==> src/rtl/float_combine_arbiter.sv <==
// Round-robin arbiter sharing one float normalise/pack unit between NUM_REQ requesters.
// Optional canonical-NaN override enabled by defining FLOAT_COMBINE_ARB_NAN_EN.
module float_combine_arbiter #(
  parameter int EXP_WIDTH = 8,
  parameter int MAN_WIDTH = 23,
  parameter int NUM_REQ = 4,
  localparam int FLOAT_WIDTH = 1 + EXP_WIDTH + MAN_WIDTH,
  localparam int ID_WIDTH = $clog2(NUM_REQ)
) (
  input  logic                              clk,
  input  logic                              reset_n,
  input  logic [NUM_REQ-1:0]                req_valid,
  output logic [NUM_REQ-1:0]                req_ready,
  input  logic [NUM_REQ-1:0]                req_sign,
  input  logic [NUM_REQ*(EXP_WIDTH+2)-1:0]  req_exp,
  input  logic [NUM_REQ*(MAN_WIDTH+3)-1:0]  req_man,
`ifdef FLOAT_COMBINE_ARB_NAN_EN
  input  logic [NUM_REQ-1:0]                req_nan,
`endif
  output logic                              res_valid,
  input  logic                              res_ready,
  output logic [FLOAT_WIDTH-1:0]            res_data,
  output logic [ID_WIDTH-1:0]               res_id,
  output logic                              busy
);

  localparam int EW  = EXP_WIDTH + 2;
  localparam int MW  = MAN_WIDTH + 3;
  localparam int LW  = $clog2(MAN_WIDTH + 2);
  localparam int IW1 = ID_WIDTH + 1;
  localparam logic signed [EW:0] EXP_MAX = {3'b000, {EXP_WIDTH{1'b1}}};

  logic [EW-1:0]          exp_arr [NUM_REQ];
  logic [MAN_WIDTH+1:0]   man_arr [NUM_REQ];
  logic [NUM_REQ-1:0]     man_top_unused;

  // The mantissa MSB of every requester is architecturally ignored.
  generate
    for (genvar gi = 0; gi < NUM_REQ; gi++) begin : g_slice
      assign exp_arr[gi]        = req_exp[gi*EW +: EW];
      assign man_arr[gi]        = req_man[gi*MW +: MAN_WIDTH+2];
      assign man_top_unused[gi] = req_man[gi*MW + MW - 1];
    end
  endgenerate

  logic [ID_WIDTH-1:0]    ptr_reg;
  logic                   s1_valid_reg, s1_valid_next;
  logic                   s1_sign_reg;
  logic [EW-1:0]          s1_exp_reg;
  logic [MAN_WIDTH+1:0]   s1_man_reg;
  logic [ID_WIDTH-1:0]    s1_id_reg;
  logic                   res_valid_reg, res_valid_next;
  logic [FLOAT_WIDTH-1:0] res_data_reg;
  logic [ID_WIDTH-1:0]    res_id_reg;

  logic [ID_WIDTH-1:0]    grant;
  logic [IW1-1:0]         cand_w;
  logic                   any_valid, can_accept, take, s1_advance;

  assign any_valid  = |req_valid;
  assign s1_advance = s1_valid_reg && (!res_valid_reg || res_ready);
  assign can_accept = !s1_valid_reg || s1_advance;
  assign take       = any_valid && can_accept;

  // Scan from lowest to highest priority so the closest requester after ptr wins.
  always_comb begin
    grant  = '0;
    cand_w = '0;
    for (int k = NUM_REQ; k >= 1; k--) begin
      cand_w = {1'b0, ptr_reg} + IW1'(k);
      if (cand_w >= IW1'(NUM_REQ))
        cand_w = cand_w - IW1'(NUM_REQ);
      if (req_valid[cand_w[ID_WIDTH-1:0]])
        grant = cand_w[ID_WIDTH-1:0];
    end
  end

  always_comb begin
    req_ready = '0;
    if (reset_n && take)
      req_ready[grant] = 1'b1;
  end

  always_comb begin
    s1_valid_next = s1_valid_reg;
    if (take)
      s1_valid_next = 1'b1;
    else if (s1_advance)
      s1_valid_next = 1'b0;
  end

  always_comb begin
    res_valid_next = res_valid_reg;
    if (s1_advance)
      res_valid_next = 1'b1;
    else if (res_ready)
      res_valid_next = 1'b0;
  end

  // Normalise and pack: truncating, overflow saturates to infinity, underflow flushes to zero.
  logic [LW-1:0]          lead;
  logic [LW-1:0]          shift;
  logic signed [EW:0]     exp_s;
  logic signed [EW:0]     exp_adj;
  logic [MAN_WIDTH-1:0]   frac;
  logic [FLOAT_WIDTH-1:0] packed_res;
  logic [FLOAT_WIDTH-1:0] s2_load;

  always_comb begin
    lead       = '0;
    shift      = '0;
    exp_s      = {s1_exp_reg[EW-1], s1_exp_reg};
    exp_adj    = exp_s;
    frac       = '0;
    packed_res = '0;
    for (int i = 0; i <= MAN_WIDTH + 1; i++)
      if (s1_man_reg[i])
        lead = LW'(i);
    if (s1_man_reg[MAN_WIDTH+1]) begin
      frac    = s1_man_reg[MAN_WIDTH:1];
      exp_adj = exp_s + (EW+1)'(1);
    end else begin
      shift   = LW'(MAN_WIDTH) - lead;
      frac    = s1_man_reg[MAN_WIDTH-1:0] << shift;
      exp_adj = exp_s - {{(EW+1-LW){1'b0}}, shift};
    end
    if (s1_man_reg == '0)
      packed_res = {s1_sign_reg, {(FLOAT_WIDTH-1){1'b0}}};
    else if (exp_adj >= EXP_MAX)
      packed_res = {s1_sign_reg, {EXP_WIDTH{1'b1}}, {MAN_WIDTH{1'b0}}};
    else if (exp_adj[EW] || exp_adj == '0)
      packed_res = {s1_sign_reg, {(FLOAT_WIDTH-1){1'b0}}};
    else
      packed_res = {s1_sign_reg, exp_adj[EXP_WIDTH-1:0], frac};
  end

`ifdef FLOAT_COMBINE_ARB_NAN_EN
  logic s1_nan_reg;

  always_ff @(posedge clk or negedge reset_n) begin
    if (!reset_n)
      s1_nan_reg <= 1'b0;
    else if (take)
      s1_nan_reg <= req_nan[grant];
  end

  assign s2_load = s1_nan_reg ? {s1_sign_reg, {EXP_WIDTH{1'b1}}, 1'b1, {(MAN_WIDTH-1){1'b0}}}
                              : packed_res;
`else
  assign s2_load = packed_res;
`endif

  always_ff @(posedge clk or negedge reset_n) begin
    if (!reset_n) begin
      s1_valid_reg <= 1'b0;
      ptr_reg      <= ID_WIDTH'(NUM_REQ - 1);
      s1_sign_reg  <= 1'b0;
      s1_exp_reg   <= '0;
      s1_man_reg   <= '0;
      s1_id_reg    <= '0;
    end else begin
      s1_valid_reg <= s1_valid_next;
      if (take) begin
        ptr_reg     <= grant;
        s1_sign_reg <= req_sign[grant];
        s1_exp_reg  <= exp_arr[grant];
        s1_man_reg  <= man_arr[grant];
        s1_id_reg   <= grant;
      end
    end
  end

  always_ff @(posedge clk or negedge reset_n) begin
    if (!reset_n) begin
      res_valid_reg <= 1'b0;
      res_data_reg  <= '0;
      res_id_reg    <= '0;
    end else begin
      res_valid_reg <= res_valid_next;
      if (s1_advance) begin
        res_data_reg <= s2_load;
        res_id_reg   <= s1_id_reg;
      end
    end
  end

  assign res_valid = res_valid_reg;
  assign res_data  = res_data_reg;
  assign res_id    = res_id_reg;
  assign busy      = s1_valid_reg | res_valid_reg;

endmodule

==> config.mk <==
export PLATFORM = sky130hd
export DESIGN_NAME = float_combine_arbiter
export DESIGN_NICKNAME = d
export VERILOG_FILES = /design/src/rtl/float_combine_arbiter.sv
export SDC_FILE = /design/constraint.sdc
export NUM_CORES = 1
export LEC_CHECK = 0
export ABC_CLOCK_PERIOD_IN_PS = 8000
export CORE_ASPECT_RATIO = 1.2
export CORE_MARGIN = 2
export CORE_UTILIZATION = 49
export CTS_CLUSTER_DIAMETER = 100
export CTS_CLUSTER_SIZE = 24
export DETAILED_ROUTE_END_ITERATION = 7
export PLACE_DENSITY = 0.93
export SLEW_MARGIN = 10
export SYNTH_ARGS = -nofsm -noshare
export SYNTH_HDL_FRONTEND = slang
export SYNTH_SLANG_ARGS = --single-unit
==> constraint.sdc <==
create_clock -name clk -period 8 [get_ports clk]
set_clock_uncertainty 0.2 [all_clocks]
set_input_delay 1.6 -clock clk [delete_from_list [all_inputs] [get_ports clk]]
set_output_delay 1.6 -clock clk [all_outputs]
set_load 0.005 [all_outputs]
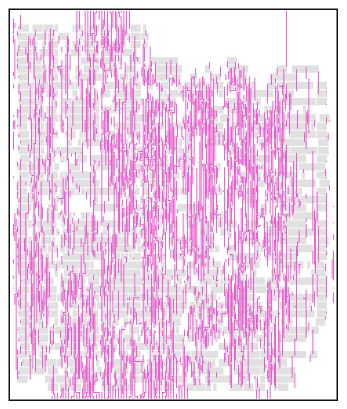
Figure 1: run 1, M2 wires.
(3 px per um)
The layer holds 46% of the routed length. The wires run mostly vertical. The layer carries 9,680 um of wire. The longest straight run is 70.5 um.

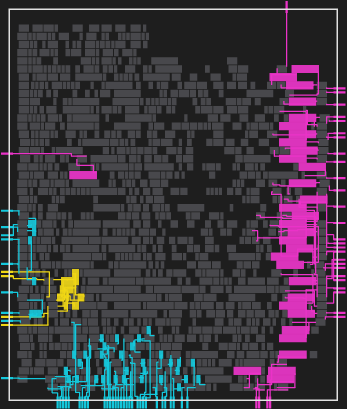
Figure 2: run 1, I/O nets highlighted.
(3 px per um)
Key: res_data = magenta [bits 32, direction output, edge 26 right, 4 bottom, 1 left, 1 top, end cells 32, buffers 32, wire 760 um]; req_valid = yellow [bits 4, direction input, edge left, end cells 9, buffers 4, wire 145 um]; req_exp = cyan [bits 40, direction input, edge 31 bottom, 9 left, end cells 40, buffers 40, wire 604 um]

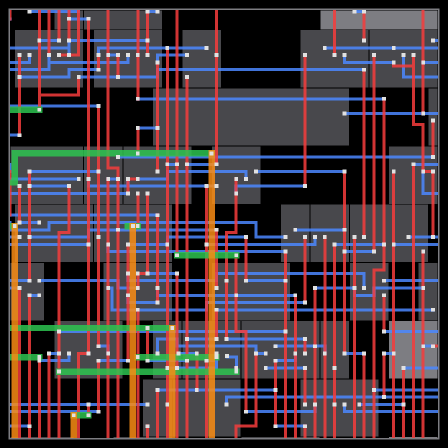
Figure 3: run 1, layout detail.
Region (72, 87) to (92, 107) um. Cells in gray, sequential cells in the stronger gray; small squares are vias.
Key: M4 = orange; M2 = red; M1 = blue; M3 = green
Most frequent: mux2i_1 (4). Sequential cells in the window: 0. 27 logic cells have their middle in the window.

==> results.txt, run 1 <==
Results of the full flow below.

Cells and area:
- Compared with the post-synthesis result, the final layout area differs by 34.6%.
- The register with the most flip-flops in the layout has 32 of them.
- The run gives the register fraction of the total cell area as 21.9%.
- The run gives the count of plain and timing-repair buffers as 203.
- The run puts the fraction of final layout cells with drive strength greater than 1 at 5.36%.
- The clock buffers instantiated in the layout total 10.
- The run gives the layout multi-input combinational cell count as 751.
- The run gives the number of non-clock inverters in the layout as 17.
- The run gives the layout sequential cell count as 76.
- Leaving out fill and tap cells, the most frequent cell in the layout is sky130_fd_sc_hd__clkdlybuf4s50_1.
- The run gives the portion of the layout cell area used by non-clock buffers as 22.9%.
- The run puts the multi-input combinational cell area at 4230 sq um.
- By area, the class that comes first in the final layout consists of combinational gates.
- The run puts the fill cell instance count of the final layout at 1,033.
- The run puts the antenna diode instance count at 0.
- In the layout the commonest cells are 189 x sky130_fd_sc_hd__clkdlybuf4s50_1, 160 x sky130_fd_sc_hd__nand2_1, 160 x sky130_fd_sc_hd__nor2_1, 88 x sky130_fd_sc_hd__o21ai_0, 74 x sky130_fd_sc_hd__dfrtp_1.
- Registers take 1900 sq um.
- The run gives the logic share of the area as 48.6%.
- The run gives the clock-cell share of area as 3.48%.
- The run puts the utilization of the core after routing at 68.1%.
- The run puts the number of nets in the layout at 1,227.

Routing:
- In this run the remaining antenna-violating nets after routing total 0.
- The run gives the count of unresolved DRC violations after routing as 0.
- The run gives the total wirelength of the detailed-routed design as 21.0 mm.
- The run puts the met1 wire length at 8.70 mm.
- The run gives the ratio of routed vias to standard cells as 5.91.
- The run gives the via total after detailed routing as 7,246.
- According to the report, the first pass of detailed routing completed in 5 iterations.
- TritonRoute output was used to compute an average wire per cell of 17.1 um.
- The run puts the first-iteration detailed-routing DRC count at 591.
- The detailed router used layers up to and including met4.
- The run puts the length of routed met2 wiring at 9.68 mm.
- The run puts the met3 wire length at 1.81 mm.

Power:
- The run gives the combinational group power as 1.73 mW.
- The clock network accounts for 14.4% of the total power.
- The run gives the switching power as 1.33 mW.
- The run puts the fraction of power consumed by combinational cells at 61.4%.
- The run puts the part of the total power dissipated in sequential elements at 24.2%.
- The run gives the clock-net power as 0.406 mW.
- IR analysis of the VDD net gives a maximum drop of 0.197 mV.
- The run puts the flip-flop and latch power at 0.683 mW.
- The run gives the power per standard cell area as 324 nW/um^2.
- The run gives the leakage power summed over all cells as 3.58 nW.
- The run gives the internal cell power as 1.50 mW.
- The run gives the overall power as 2.82 mW.
- The group that draws the most power in this run is combinational cells.
- The run gives the switching share of power as 47.0%.

Final timing:
- The run puts the minimum clock period at 6.56 ns.
- The run puts the count of final setup violators at 0.
- The run puts the least setup slack across all paths after layout at 1.44 ns.
- The run gives the number of pins exceeding their max-slew limit in the final report as 0.
- The run gives the final period utilization as 82.0%.
- The final timing report lists a hold violation count of 0.
- Setup repair after global routing left no endpoint under its margin.
- Timing would allow up to 0.152 GHz.
- The run gives the transition time of the tightest slew-check pin as 1.09 ns.
- The run puts the aggregate negative setup slack at 0 ns.
- The run gives the worst slew slack as a fraction of its limit as 27.3%.

Setup path:
- STA classifies the critical path startpoint as a register.
- OpenSTA lists the critical path endpoint as res_data[12].
- Tracing the worst setup path back leads to its startpoint at s1_man_reg[15].
- According to the timing report, the data required time at the worst endpoint equals 8.07 ns.
- The run puts the slack of the worst reg-to-reg path at 1.44 ns.
- STA lists the startpoint of the worst register-to-register path as s1_man_reg[15].
- The capture point of the worst register-to-register path is recorded as res_data[12].
- Looking at the setup timing report, the critical path kind is reg -> reg.
- The run puts the maximum fanout along the worst path at 12.
- The worst setup path is captured at a register.
- The run gives the arrival time reported for the critical path endpoint as 6.63 ns.
- The run puts the cell depth of the worst flop-to-flop path at 19.

Yosys:
- Of the total synthesized cell area, the portion taken by XOR and XNOR cells is 1.20%.
- The run puts the synthesized instance count at 915.
- In this run, the synthesized area fraction spent on AND-OR/OR-AND gates is recorded as 26.2%.
- For reference, full adder, half adder and majority cells occupy 2.83% of the area reported after synthesis.
- The run gives the cell taking the most area after synthesis as sky130_fd_sc_hd__dfrtp_1.
- Summing every instance area after synthesis gives 6460 sq um.
- The run puts the share of the yosys chip area belonging to registers at 29.5%.
- The run gives the net count of the mapped netlist as 1,084.
- The run gives the main kind of combinational logic by area as simple AND/OR/NAND/NOR gates.
- The run gives the post-synthesis cell type count as 71.
- The run gives the yosys cell count as 915.
- By area the synthesized netlist is led by sky130_fd_sc_hd__dfrtp_1 29%, sky130_fd_sc_hd__nand2_1 9.3%, sky130_fd_sc_hd__nor2_1 9.3%, sky130_fd_sc_hd__o21ai_0 6.8%, sky130_fd_sc_hd__mux2i_1 4.2%.
- The run puts the multiplexer area fraction after synthesis at 5.40%.
- The run gives the average cell area after synthesis as 7.07 sq um.
- The run gives the share of the synthesized area in the top cell type as 28.6%.
- In the synthesized netlist the dominant register cell turns out to be sky130_fd_sc_hd__dfrtp_1.
- The run gives the count of state elements after synthesis as 76.
- The synthesis report gives the async set-or-reset register share as 100%.
- Counting flops with a built-in enable in the synthesized netlist gives 0.
- The run puts the summed standard-cell area reported by yosys at 6460 sq um.
- In the synthesized netlist, the cells that appear most often are 160 x sky130_fd_sc_hd__nand2_1, 160 x sky130_fd_sc_hd__nor2_1, 88 x sky130_fd_sc_hd__o21ai_0.
- The run puts the number of warnings printed during yosys synthesis at 0.
- The run puts the simple-gate share of the synthesized area at 29.5%.

GRT:
- The run puts the global route total overflow at 0.
- The run puts the number of antenna violations at the first check in global routing at 0.
- The run puts the maximum number of pins on one net before global-route repair at 78.
- The run gives the number of global-route vias before repair as 6,847.
- The run gives the total global routing track utilization as 31.0%.
- The run puts the global-route wire length before repair at 34.5 mm.

Placed design:
- The run puts the total half-perimeter wirelength after legalization and detailed placement at 15.9 mm.
- OpenSTA, run right after detailed placement, puts the worst setup slack at 1.58 ns.
- The final weighted congestion recorded by global placement is 1.03.
- Buffers placed on the I/O ports in this run total 190.

Clock tree:
- In this run the number of H-tree levels came out at 3.
- The run puts the latest clock arrival within the worst-skew pair at 0.34 ns.
- The run gives the cts-stage hold buffer count as 0.
- The run puts the post-cts gate resize count at 0.
- The registers of the reported paths see a clock transition of 0.06 ns.
- In this run the clock root is driven by a sky130_fd_sc_hd__clkbuf_16.
- The run gives the CTS tree as yes.
- The run puts the number of buffers inserted by post-CTS setup repair at 0.
- Buffers inserted during clock tree synthesis total 9.
- Per the CTS log, the buffer count on the longest clock path is 2.
- The clock drives 76 sinks.

Worst hold path:
- The endpoint of the worst hold path is reported as s1_sign_reg.
- Checking hold timing, the worst path is listed with class reg -> reg.
- The run gives the number of instances on the worst hold path as 2.
- The startpoint identified for the worst hold timing path is s1_sign_reg.

Floorplan:
- In this run the horizontal extent of the chip is 109 um.
- The run gives the core utilization before placement as 50.6%.
- The run gives the area of the chip as 14,100 sq um.
- The run gives the core box area as 12,800 sq um.
- The report lists the number of standard-cell rows as 45.
- The run gives the height of the chip as 130 um.
- The run puts the boundary pin count at 195.
- The run puts the number of well-tap cells placed at 164.

Job:
- The run gives the number of max-cap violations as 0.
- The run puts the number of warning messages in the logs at 30.

Status:
- The run finished with clean final reports.
[run 1: cell families (layout without fill, tap and decap cells)]
kind of cell,count (synthesis),after routing
and+or+nand+nor,439,439
AOI/OAI and AO/OA,256,256
buffers and inverters,88,236
DFF,76,76
muxes,34,34
adders and majority gates,14,14
xor gates and xnor gates,8,8
[run 1: layer usage]
| layer | track usage, % | vias to the layer above |
|---|---|---|
| met5 | 0 | - |
| met4 | 13.1 | 0 |
| met3 | 6.59 | 63 |
| met2 | 50.1 | 387 |
| met1 | 40.3 | 3257 |
| li1 | - | 3539 |
[run 1: worst max-delay path, stage by stage (launching register included)]
cell and delay [ns]:
sky130_fd_sc_hd__dfrtp_1 0.53, sky130_fd_sc_hd__or4_1 0.64, sky130_fd_sc_hd__or2_1 0.28, sky130_fd_sc_hd__nand2_1 0.33, sky130_fd_sc_hd__nand2_1 0.19, sky130_fd_sc_hd__inv_2 0.20
sky130_fd_sc_hd__ha_1 0.37, sky130_fd_sc_hd__inv_1 0.24, sky130_fd_sc_hd__ha_1 0.26, sky130_fd_sc_hd__nor2b_1 0.13, sky130_fd_sc_hd__ha_1 0.39, sky130_fd_sc_hd__o21a_1 0.16
sky130_fd_sc_hd__o31a_1 0.22, sky130_fd_sc_hd__o221ai_1 0.23, sky130_fd_sc_hd__or4_1 0.50, sky130_fd_sc_hd__o211a_1 0.21, sky130_fd_sc_hd__a41o_1 0.31, sky130_fd_sc_hd__or3_4 0.48
sky130_fd_sc_hd__a2111oi_1 0.42, sky130_fd_sc_hd__a221o_1 0.18
[run 1: stage by stage]
stage	area (sq um)	std cells	hold WS (ns)
final	8700	1227	0.277
after global placement	8400	1211	0.257
after CTS	8700	1227	0.283
after detailed placement	8400	1211	0.271
after global routing	8700	1227	0.303
after floorplan	6460	915	0.246
--- run 2 (diff from run 1) ---
--- a/config.mk
+++ b/config.mk
@@ -5,7 +5,7 @@
 export SDC_FILE = /design/constraint.sdc
 export NUM_CORES = 1
 export LEC_CHECK = 0
-export ABC_CLOCK_PERIOD_IN_PS = 8000
+export ABC_CLOCK_PERIOD_IN_PS = 6550
 export CORE_ASPECT_RATIO = 1.2
 export CORE_MARGIN = 2
 export CORE_UTILIZATION = 49
==> constraint.sdc (replaced) <==
create_clock -name clk -period 6.55 [get_ports clk]
set_clock_uncertainty 0.2 [all_clocks]
set_input_delay 1.31 -clock clk [delete_from_list [all_inputs] [get_ports clk]]
set_output_delay 1.31 -clock clk [all_outputs]
set_load 0.005 [all_outputs]
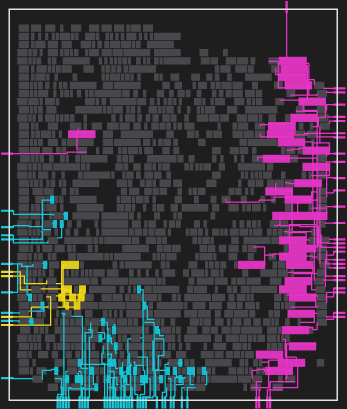
Figure 4: run 2, I/O nets highlighted.
(3 px per um)
count of port buffers added during placement: 190
number of top-level pins: 195

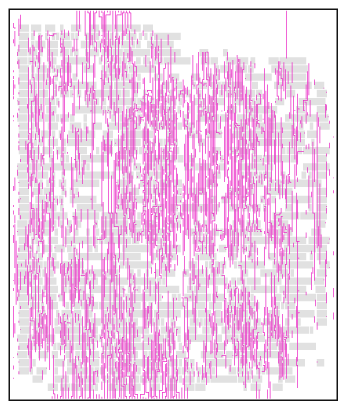
Figure 5: run 2, M2 wires.
(3 px per um)
final wirelength: 21.8 mm
Via Count: 7,380
met2 usage: 49.8%

==> run 2 against run 1 <==
- clock power rose by 38%
- non-clock buffer count rose by 8
- via count increased by 1.8%
- maximum frequency grew 10%
- core utilization rose by 0.76 points
- hold slack better by 0.0032 ns
- sequential cell count stayed put
- count of clock-buffer cells in the layout rose by 3
- design area is 1.1% higher
- largest cell class unchanged
- synthesized area did not move
- global-route usage is 0.74 points higher
- combinational power is 26% higher
==> results.txt, run 2 <==
Results of the full flow below.

Status:
- Outcome: finished clean (unchanged).

Job:
- The run gives the number of max-cap violations as 0 (unchanged).
- The run puts the number of warning messages in the logs at 30 (unchanged).

Worst hold path:
- The run gives the start point of the worst hold path as res_data[9] (was s1_sign_reg).
- The run gives the number of instances on the worst hold path as 2 (unchanged).
- The run gives the path class of the lowest-slack min-delay path as reg -> reg (unchanged).
- The endpoint of the worst hold path is res_data[9] (was s1_sign_reg).

Power:
- The run gives the highest ir drop seen on vdd as 0.216 mV (was 0.197 mV).
- The run puts the part of the total power dissipated in sequential elements at 23.0% (was 24.2%).
- The dominant power group is combinational cells (unchanged).
- The run puts the power per standard cell area at 404 nW/um^2 (was 324 nW/um^2).
- The run puts the clock network fraction of total power at 15.7% (was 14.4%).
- The switching share of power is 46.3% (was 47.0%).
- The switching power came to 1.65 mW (was 1.33 mW).
- The run puts the internal cell power at 1.91 mW (was 1.50 mW).
- The run puts the combinational group power at 2.18 mW (was 1.73 mW).
- The run gives the flip-flop and latch power as 0.817 mW (was 0.683 mW).
- The run puts the clock-net power at 0.560 mW (was 0.406 mW).
- The fraction of power consumed by combinational cells came to 61.3% (was 61.4%).
- The leakage power summed over all cells was 3.64 nW (was 3.58 nW).

Final timing:
- The run puts the aggregate negative setup slack at 0 ns (unchanged).
- The run puts the worst slew slack as a fraction of its limit at 25.8% (was 27.3%).
- The number of pins exceeding their max-slew limit in the final report was 0 (unchanged).
- The run puts the minimum clock period at 5.94 ns (was 6.56 ns).
- The run gives the count of final setup violators as 0 (unchanged).
- The least setup slack across all paths after layout came to 0.608 ns (was 1.44 ns).
- The final period utilization came to 90.7% (was 82.0%).
- The run gives the total count of hold-check failures in the final report as 0 (unchanged).
- The run gives the transition time of the tightest slew-check pin as 1.11 ns (was 1.09 ns).
- The run gives the upper clock frequency limit as 0.168 GHz (was 0.152 GHz).

Setup path:
- The run gives the delay of the slowest critical-path stage as 0.65 ns (was 0.64 ns).
- The count of buffer and inverter cells on the critical path is 2 (unchanged).
- The run gives the element type at the critical path end as a register (unchanged).
- The nature of the critical path startpoint is a register (unchanged).
- CP cell instances: or4_1 > or2_1 > nand2_1 > nand2_1 > inv_2 > ha_1 > inv_1 > ha_1 > nor2b_1 > ha_1 > o21a_1 > o31a_1 > o221ai_1 > or4_1 > o211a_1 > a41o_1 > or3_4 > a2111oi_1 > a221o_1 (unchanged).
- The run puts the cell depth of the worst flop-to-flop path at 19 (unchanged).
- The cell type of the slowest stage on the worst timing path is sky130_fd_sc_hd__or4_1 (unchanged).
- The end of the worst register-to-register path is res_data[12] (unchanged).
- The arrival time reported for the critical path endpoint was 6.03 ns (was 6.63 ns).
- The run gives the critical path's most frequent cell as sky130_fd_sc_hd__ha_1 (unchanged).
- The endpoint required time on the critical path came to 6.63 ns (was 8.07 ns).
- The category of cells accounting for the largest share of critical-path delay is simple AND/OR/NAND/NOR gates (unchanged).
- The kind of critical path was reg -> reg (unchanged).
- The run puts the slack of the worst reg-to-reg path at 0.61 ns (was 1.44 ns).
- The critical register-to-register path startpoint is s1_man_reg[12] (was s1_man_reg[15]).

Floorplan:
- The run puts the core utilization before placement at 50.6% (unchanged).
- The run gives the height of the chip as 130 um (unchanged).
- The run puts the number of placement rows at 45 (unchanged).
- The run puts the area of the chip at 14,100 sq um (unchanged).
- The run puts the overall die width at 109 um (unchanged).

Yosys:
- The run puts the net count of the mapped netlist at 1,084 (unchanged).
- The run gives the number of warnings printed during yosys synthesis as 0 (unchanged).
- The run gives the yosys cell count as 915 (unchanged).
- The run puts the synthesized instance count at 915 (unchanged).
- The run puts the share of the synthesized area in the top cell type at 28.6% (unchanged).
- The cell taking the most area after synthesis was sky130_fd_sc_hd__dfrtp_1 (unchanged).
- The most common flop cell mapped by yosys is sky130_fd_sc_hd__dfrtp_1 (unchanged).
- The run gives the average cell area after synthesis as 7.07 sq um (unchanged).
- The run puts the post-synthesis cell type count at 71 (unchanged).
- The run gives the summed standard-cell area reported by yosys as 6460 sq um (unchanged).
- Top cells by instance count after synthesis: 160 x sky130_fd_sc_hd__nand2_1, 160 x sky130_fd_sc_hd__nor2_1, 88 x sky130_fd_sc_hd__o21ai_0 (unchanged).
- Cell types with the largest area share after synthesis: sky130_fd_sc_hd__dfrtp_1 29%, sky130_fd_sc_hd__nand2_1 9.3%, sky130_fd_sc_hd__nor2_1 9.3%, sky130_fd_sc_hd__o21ai_0 6.8%, sky130_fd_sc_hd__mux2i_1 4.2% (unchanged).
- The run gives the summed instance area of the synthesized netlist as 6460 sq um (unchanged).
- The count of state elements after synthesis was 76 (unchanged).
- The share of the yosys chip area belonging to registers came to 29.5% (unchanged).
- The run gives the proportion of synthesized flip-flops having asynchronous set or reset as 100% (unchanged).

Clock tree:
- The cts-stage hold buffer count is 0 (unchanged).
- The run puts the number of buffers added by the clock tree synthesis step at 9 (unchanged).
- The run gives the latest clock arrival within the worst-skew pair as 0.35 ns (was 0.34 ns).
- The run puts the clock input transition at the sequential cells of the worst setup and hold paths at 0.06 ns (about the same).
- The run gives the clock sink count as 76 (unchanged).
- The buffer cell driving the clock tree root is sky130_fd_sc_hd__clkbuf_16 (unchanged).
- The number of buffers on the longest clock path came to 2 (unchanged).
- The run gives the CTS tree as yes (unchanged).
- The post-cts gate resize count came to 0 (unchanged).
- The run puts the number of levels the H-tree was split into at 3 (unchanged).
- The run gives the number of buffers inserted by post-CTS setup repair as 0 (unchanged).

Placed design:
- The run puts the worst slack after detailed placement at 0.754 ns (was 1.58 ns).
- The run puts the total half-perimeter wirelength after legalization and detailed placement at 16.3 mm (was 15.9 mm).
- The run gives the weighted congestion at the end of routability-driven global placement as 1.01 (was 1.03).

GRT:
- The number of antenna violations at the first check in global routing was 1 (was 0).
- The run gives the met1 layer usage reported by global route as 42.4% (was 40.3%).
- The most crowded layer after global routing is met2 (unchanged).
- The run puts the number of global-route vias before repair at 7,013 (was 6,847).
- The run puts the maximum number of pins on one net before global-route repair at 79 (was 78).
- The run puts the global route total overflow at 0 (unchanged).
- The run gives the global routing met3 resource utilization as 4.75% (was 6.59%).
- The run gives the total global routing track utilization as 31.8% (was 31.0%).

Routing:
- The run puts the number of iterations in the first detailed-routing pass at 6 (was 5).
- The post-detailed-route count of antenna-violating nets came to 0 (unchanged).
- The run gives the length of routed met2 wiring as 9.95 mm (was 9.68 mm).
- The run gives the ratio of routed vias to standard cells as 5.97 (was 5.91).
- The run gives the routed length per instance as 17.6 um (was 17.1 um).
- The top metal layer carrying routed signals is met4 (unchanged).
- The count of unresolved DRC violations after routing was 0 (unchanged).
- The run gives the first-iteration detailed-routing DRC count as 766 (was 591).
- The run gives the met3 wire length as 1.94 mm (was 1.81 mm).

Cells and area:
- The fraction of final layout cells with drive strength greater than 1 was 5.98% (was 5.36%).
- Commonest non-fill, non-tap cells in the layout: 189 x sky130_fd_sc_hd__clkdlybuf4s50_1, 160 x sky130_fd_sc_hd__nand2_1, 160 x sky130_fd_sc_hd__nor2_1, 88 x sky130_fd_sc_hd__o21ai_0, 74 x sky130_fd_sc_hd__dfrtp_1 (unchanged).
- The run gives the number of flip-flops in the largest register as 32 (unchanged).
- The run puts the synthesis-to-finish area growth at 36.1% (was 34.6%).
- The run gives the fill cell instance count of the final layout as 1,055 (was 1,033).
- The number of nets in the layout is 1,235 (was 1,227).
- The utilization of the core after routing is 68.9% (was 68.1%).
[run 2: worst register-to-register path: cells and delay by family, from the launching register on]
kind,cells,cell delay [ns]
AOI/OAI and AO/OA,7,1.63
and+or+nand+nor,7,2.29
DFF,1,0.53
buffers and inverters,2,0.30
adders and majority gates,3,0.91
[run 2: cells by family after synthesis]
family / share of synthesized area, %
AND-OR/OR-AND: 26.2
XOR/XNOR: 1.20
adder cells (fa/ha/maj): 2.83
buffers and inverters: 5.44
flip-flops: 29.5
multiplexers: 5.40
AND/OR/NAND/NOR: 29.5
[run 2: layout make-up]
cell class	instances	area (sq um)	area share, %
multi-input cells	751	4230	48.1
repair buffers	211	2060	23.4
flip-flops and latches	76	1900	21.6
clock buffers	13	270	3.07
well taps	164	205	2.33
clock inverters	3	67.6	0.768
inverters	17	63.8	0.725
diodes	1	2.50	0.0284
[run 2: metrics by stage]
step / power (mW) / std cells / hold slack [ns] / cell area, sq um
floorplan: 2.21 / 915 / 0.246 / 6460
global route: 3.80 / 1236 / 0.308 / 8800
global placement: 2.92 / 1219 / 0.262 / 8460
CTS: 3.51 / 1235 / 0.289 / 8800
detailed placement: 2.94 / 1219 / 0.277 / 8460
finish: 3.55 / 1236 / 0.281 / 8800
[run 2: worst max-delay path by stage]
stage                               from            to  slack, ns  depth (start not counted)
final                     s1_man_reg[12]  res_data[12]       0.61                         19
after CTS                 s1_man_reg[12]  res_data[12]       0.70                         19
after detailed placement  s1_man_reg[12]  res_data[12]       0.75                         19
after global placement    s1_man_reg[12]  res_data[12]       0.83                         19
after floorplan           s1_man_reg[21]  res_data[15]       0.63                         21
after global routing      s1_man_reg[12]  res_data[12]       0.34                         19
--- run 3 (diff from run 2) ---
--- a/config.mk
+++ b/config.mk
@@ -6,9 +6,10 @@
 export NUM_CORES = 1
 export LEC_CHECK = 0
 export ABC_CLOCK_PERIOD_IN_PS = 6550
-export CORE_ASPECT_RATIO = 1.2
+export CORE_ASPECT_RATIO = 0.75
 export CORE_MARGIN = 2
 export CORE_UTILIZATION = 49
+export CTS_BUF_LIST = sky130_fd_sc_hd__clkbuf_8
 export CTS_CLUSTER_DIAMETER = 100
 export CTS_CLUSTER_SIZE = 24
 export DETAILED_ROUTE_END_ITERATION = 7
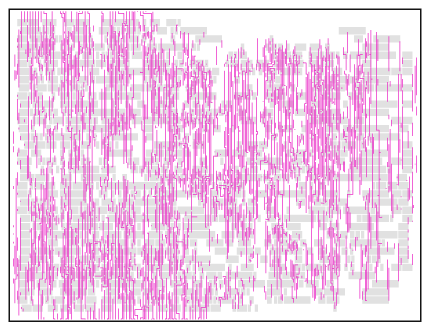
Figure 6: run 3, M2 wires.
(3 px per um)
982 nets have wire on it. The longest straight run is 48.3 um. The layer holds 43% of the routed length. The wires run mostly vertical.

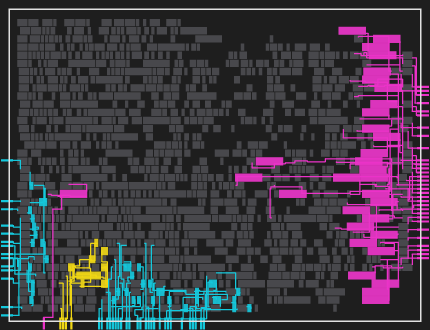
Figure 7: run 3, I/O nets highlighted.
(3 px per um)
Key: req_valid = yellow [bits 4, direction input, edge bottom, end cells 9, buffers 4, wire 168 um]; req_exp = cyan [bits 40, direction input, edge 26 bottom, 14 left, end cells 40, buffers 40, wire 727 um]; res_data = magenta [bits 32, direction output, edge 31 right, 1 bottom, end cells 32, buffers 32, wire 1,040 um]

==> run 3 against run 2 <==
- setup slack improved by 0.17 ns
- non-clock buffer count rose by 6
- hold slack improved by 0.0065 ns
- sequential cell count did not move
- sequential power barely moved
- critical path type unchanged
- critical endpoint unchanged
==> results.txt, run 3 <==
Results of the full flow below.

GRT:
- The run gives the number of global-route vias before repair as 6,868 (was 7,013).
- The run puts the global-route wire length before repair at 36.9 mm (was 35.2 mm).
- The run gives the global-route track usage on met2 as 51.8% (was 49.8%).
- The global routing met3 resource utilization is 9.55% (was 4.75%).
- The run puts the total global routing track utilization at 34.1% (was 31.8%).
- The run puts the global route total overflow at 0 (unchanged).
- The run gives the number of antenna violations at the first check in global routing as 0 (was 1).
- The maximum number of pins on one net before global-route repair came to 78 (was 79).
- The run gives the met1 layer usage reported by global route as 47.6% (was 42.4%).

Clock tree:
- The run gives the number of buffers added by the clock tree synthesis step as 9 (unchanged).
- The run gives the number of buffers on the longest clock path as 2 (unchanged).
- The run gives the buffer cell driving the clock tree root as sky130_fd_sc_hd__clkbuf_8 (was sky130_fd_sc_hd__clkbuf_16).
- The run gives the cts-stage hold buffer count as 0 (unchanged).
- The clock sink count was 76 (unchanged).
- The run gives the CTS tree as yes (unchanged).
- The number of buffers inserted by post-CTS setup repair came to 0 (unchanged).
- The clock input transition at the sequential cells of the worst setup and hold paths came to 0.08 ns (was 0.06 ns).
- The number of levels the H-tree was split into was 3 (unchanged).

Cells and area:
- The run puts the number of flip-flops in the largest register at 32 (unchanged).
- The run gives the most frequently placed logic cell in the final layout as sky130_fd_sc_hd__clkdlybuf4s50_1 (unchanged).
- The run puts the antenna diode instance count at 0 (was 1).
- The run gives the fraction of final layout cells with drive strength greater than 1 as 6.50% (was 5.98%).
- The run puts the synthesis-to-finish area growth at 35.0% (was 36.1%).
- The number of nets in the layout was 1,241 (was 1,235).
- Commonest non-fill, non-tap cells in the layout: 189 x sky130_fd_sc_hd__clkdlybuf4s50_1, 160 x sky130_fd_sc_hd__nand2_1, 160 x sky130_fd_sc_hd__nor2_1, 88 x sky130_fd_sc_hd__o21ai_0, 74 x sky130_fd_sc_hd__dfrtp_1 (unchanged).

Setup path:
- The end of the worst register-to-register path is res_data[12] (unchanged).
- The run gives the critical register-to-register path startpoint as s1_man_reg[12] (unchanged).
- The cell type of the slowest stage on the worst timing path is sky130_fd_sc_hd__or4_1 (unchanged).
- The critical path's most frequent cell is sky130_fd_sc_hd__ha_1 (unchanged).
- The maximum fanout along the worst path came to 12 (was 11).
- The run gives the arrival time reported for the critical path endpoint as 5.88 ns (was 6.03 ns).
- The nature of the critical path startpoint was a register (unchanged).
- CP cell instances: or4_1 > or2_1 > nand2_1 > nand2_1 > inv_2 > ha_1 > inv_1 > ha_1 > nor2b_1 > ha_1 > or3_1 > a211o_1 > nor4b_1 > a31oi_1 > o211a_1 > a41o_1 > or3_4 > a2111oi_1 > a221o_1 (was or4_1 > or2_1 > nand2_1 > nand2_1 > inv_2 > ha_1 > inv_1 > ha_1 > nor2b_1 > ha_1 > o21a_1 > o31a_1 > o221ai_1 > or4_1 > o211a_1 > a41o_1 > or3_4 > a2111oi_1 > a221o_1).
- The run gives the count of buffer and inverter cells on the critical path as 2 (unchanged).
- The capture point of the worst path is res_data[12] (unchanged).
- The delay of the slowest critical-path stage is 0.63 ns (was 0.65 ns).
- The run gives the instance count on the critical path as 19 (unchanged).
- The startpoint of the worst setup timing path is s1_man_reg[12] (unchanged).
- The run puts the endpoint required time on the critical path at 6.65 ns (was 6.63 ns).
- The kind of critical path was reg -> reg (unchanged).

Power:
- The part of the total power dissipated in sequential elements is 23.8% (was 23.0%).
- The run puts the switching share of power at 48.4% (was 46.3%).
- The run puts the switching power at 1.66 mW (was 1.65 mW).
- The run gives the fraction of power consumed by combinational cells as 64.9% (was 61.3%).
- The run gives the power per standard cell area as 393 nW/um^2 (was 404 nW/um^2).
- The run puts the leakage power summed over all cells at 3.61 nW (was 3.64 nW).
- The internal cell power came to 1.77 mW (was 1.91 mW).
- The run gives the clock network fraction of total power as 11.3% (was 15.7%).
- The highest ir drop seen on vdd was 0.204 mV (was 0.216 mV).

Placed design:
- The run gives the count of input and output buffers as 190 (unchanged).

Final timing:
- The run gives the total count of hold-check failures in the final report as 0 (unchanged).
- The run puts the upper clock frequency limit at 0.173 GHz (was 0.168 GHz).
- The transition time of the tightest slew-check pin is 1.10 ns (was 1.11 ns).
- The aggregate negative setup slack was 0 ns (unchanged).
- The run puts the final period utilization at 88.2% (was 90.7%).
- The run gives the worst slew slack as a fraction of its limit as 26.4% (was 25.8%).
- Setup repair after global routing missed its margin: no (unchanged).
- The number of pins exceeding their max-slew limit in the final report was 0 (unchanged).
- The run puts the minimum clock period at 5.77 ns (was 5.94 ns).

Yosys:
- The run gives the number of warnings printed during yosys synthesis as 0 (unchanged).
- The run gives the share of the yosys chip area belonging to registers as 29.5% (unchanged).
- The count of flip-flops with a built-in enable after synthesis came to 0 (unchanged).
- The run gives the cell taking the most area after synthesis as sky130_fd_sc_hd__dfrtp_1 (unchanged).
- The run gives the net count of the mapped netlist as 1,084 (unchanged).
- The run puts the share of the synthesized area in the top cell type at 28.6% (unchanged).
- Cell types with the largest area share after synthesis: sky130_fd_sc_hd__dfrtp_1 29%, sky130_fd_sc_hd__nand2_1 9.3%, sky130_fd_sc_hd__nor2_1 9.3%, sky130_fd_sc_hd__o21ai_0 6.8%, sky130_fd_sc_hd__mux2i_1 4.2% (unchanged).
- The post-synthesis cell type count was 71 (unchanged).
- The average cell area after synthesis is 7.07 sq um (unchanged).
- The run puts the proportion of synthesized flip-flops having asynchronous set or reset at 100% (unchanged).
- The run puts the count of state elements after synthesis at 76 (unchanged).
- The run puts the summed instance area of the synthesized netlist at 6460 sq um (unchanged).
- The most common flop cell mapped by yosys is sky130_fd_sc_hd__dfrtp_1 (unchanged).
- The run gives the summed standard-cell area reported by yosys as 6460 sq um (unchanged).
- The yosys cell count is 915 (unchanged).
- Top cells by instance count after synthesis: 160 x sky130_fd_sc_hd__nand2_1, 160 x sky130_fd_sc_hd__nor2_1, 88 x sky130_fd_sc_hd__o21ai_0 (unchanged).

Job:
- The run gives the number of warning messages in the logs as 30 (unchanged).
- The number of max-cap violations is 0 (unchanged).

Routing:
- The run gives the post-detailed-route count of antenna-violating nets as 0 (unchanged).
- The run gives the length of routed met2 wiring as 10.1 mm (was 9.95 mm).
- The run gives the top metal layer carrying routed signals as met4 (unchanged).
- The total wirelength of the detailed-routed design was 23.5 mm (was 21.8 mm).
- The run gives the number of iterations in the first detailed-routing pass as 7 (was 6).
- The run puts the routed length per instance at 18.8 um (was 17.6 um).
- The run gives the met1 wire length as 10.2 mm (was 8.85 mm).
- The run puts the via total after detailed routing at 7,462 (was 7,380).
- The run gives the first-iteration detailed-routing DRC count as 746 (was 766).
- The run puts the ratio of routed vias to standard cells at 5.98 (was 5.97).
- The run gives the count of unresolved DRC violations after routing as 0 (unchanged).
- The run puts the met3 wire length at 2.56 mm (was 1.94 mm).

Floorplan:
- The area of the chip was 14,100 sq um (about the same).
- The run puts the height of the chip at 103 um (was 130 um).
- The boundary pin count came to 195 (unchanged).
- The run gives the number of placement rows as 36 (was 45).
- The core utilization before placement was 50.0% (was 50.6%).
- The run gives the core box area as 12,900 sq um (was 12,800 sq um).

Status:
- Outcome: finished clean (unchanged).

Worst hold path:
- The path class of the lowest-slack min-delay path is reg -> reg (unchanged).
- The run gives the start point of the worst hold path as res_data[5] (was res_data[9]).
- The run gives the number of instances on the worst hold path as 2 (unchanged).
- The endpoint of the worst hold path is res_data[5] (was res_data[9]).
-- run 3: netlist changes by cell type in the layout (fill, tap and decap cells not counted), sizes merged --
cell      delta
buf          +6
bufinv       -1
clkbuf       -1
clkinvlp     +1
diode        -1
inv          +1
-- run 3: worst min-delay path, stage by stage, from the launching register on --
cell	delay (ns)
sky130_fd_sc_hd__dfrtp_1	0.35
sky130_fd_sc_hd__nand2_1	0.05
sky130_fd_sc_hd__o21ai_1	0.06
-- run 3: cell families after synthesis --
kind of cell	synth area share, %
AOI/OAI and AO/OA	26.2
buffers and inverters	5.44
muxes	5.40
and+or+nand+nor	29.5
DFF	29.5
adders and majority gates	2.83
xor gates and xnor gates	1.20
-- run 3: metrics by stage --
stage / util [%] / instances / worst slack, ns / cell area, sq um / hold WS (ns)
floorplan: - / 915 / 0.635 / 6460 / 0.246
global placement: 65.9 / 1232 / 0.949 / 8510 / 0.260
detailed placement: 65.9 / 1232 / 0.898 / 8510 / 0.267
CTS: 67.5 / 1248 / 0.850 / 8730 / 0.285
global route: 67.5 / 1248 / 0.537 / 8730 / 0.316
finish: 67.5 / 1248 / 0.776 / 8730 / 0.287
-- run 3: layout make-up --
cell class / count / area (sq um)
fill: 1061 / 4200
sequential: 76 / 1900
tap: 171 / 214
clock inverter: 4 / 48.8
multi-input combinational: 751 / 4230
clock buffer: 12 / 165
inverter: 17 / 63.8
timing repair buffer: 217 / 2100
-- run 3: power groups by stage --
stage / clock network [mW] / logic (mW) / registers, mW
final: 0.388 / 2.23 / 0.816
after global routing: 0.414 / 2.44 / 0.832
after CTS: 0.391 / 2.18 / 0.808
after detailed placement: 0 / 2.17 / 0.816
after global placement: 0 / 2.15 / 0.806
after floorplan: 0 / 1.50 / 0.712
Power and IR drop assume default switching activity.
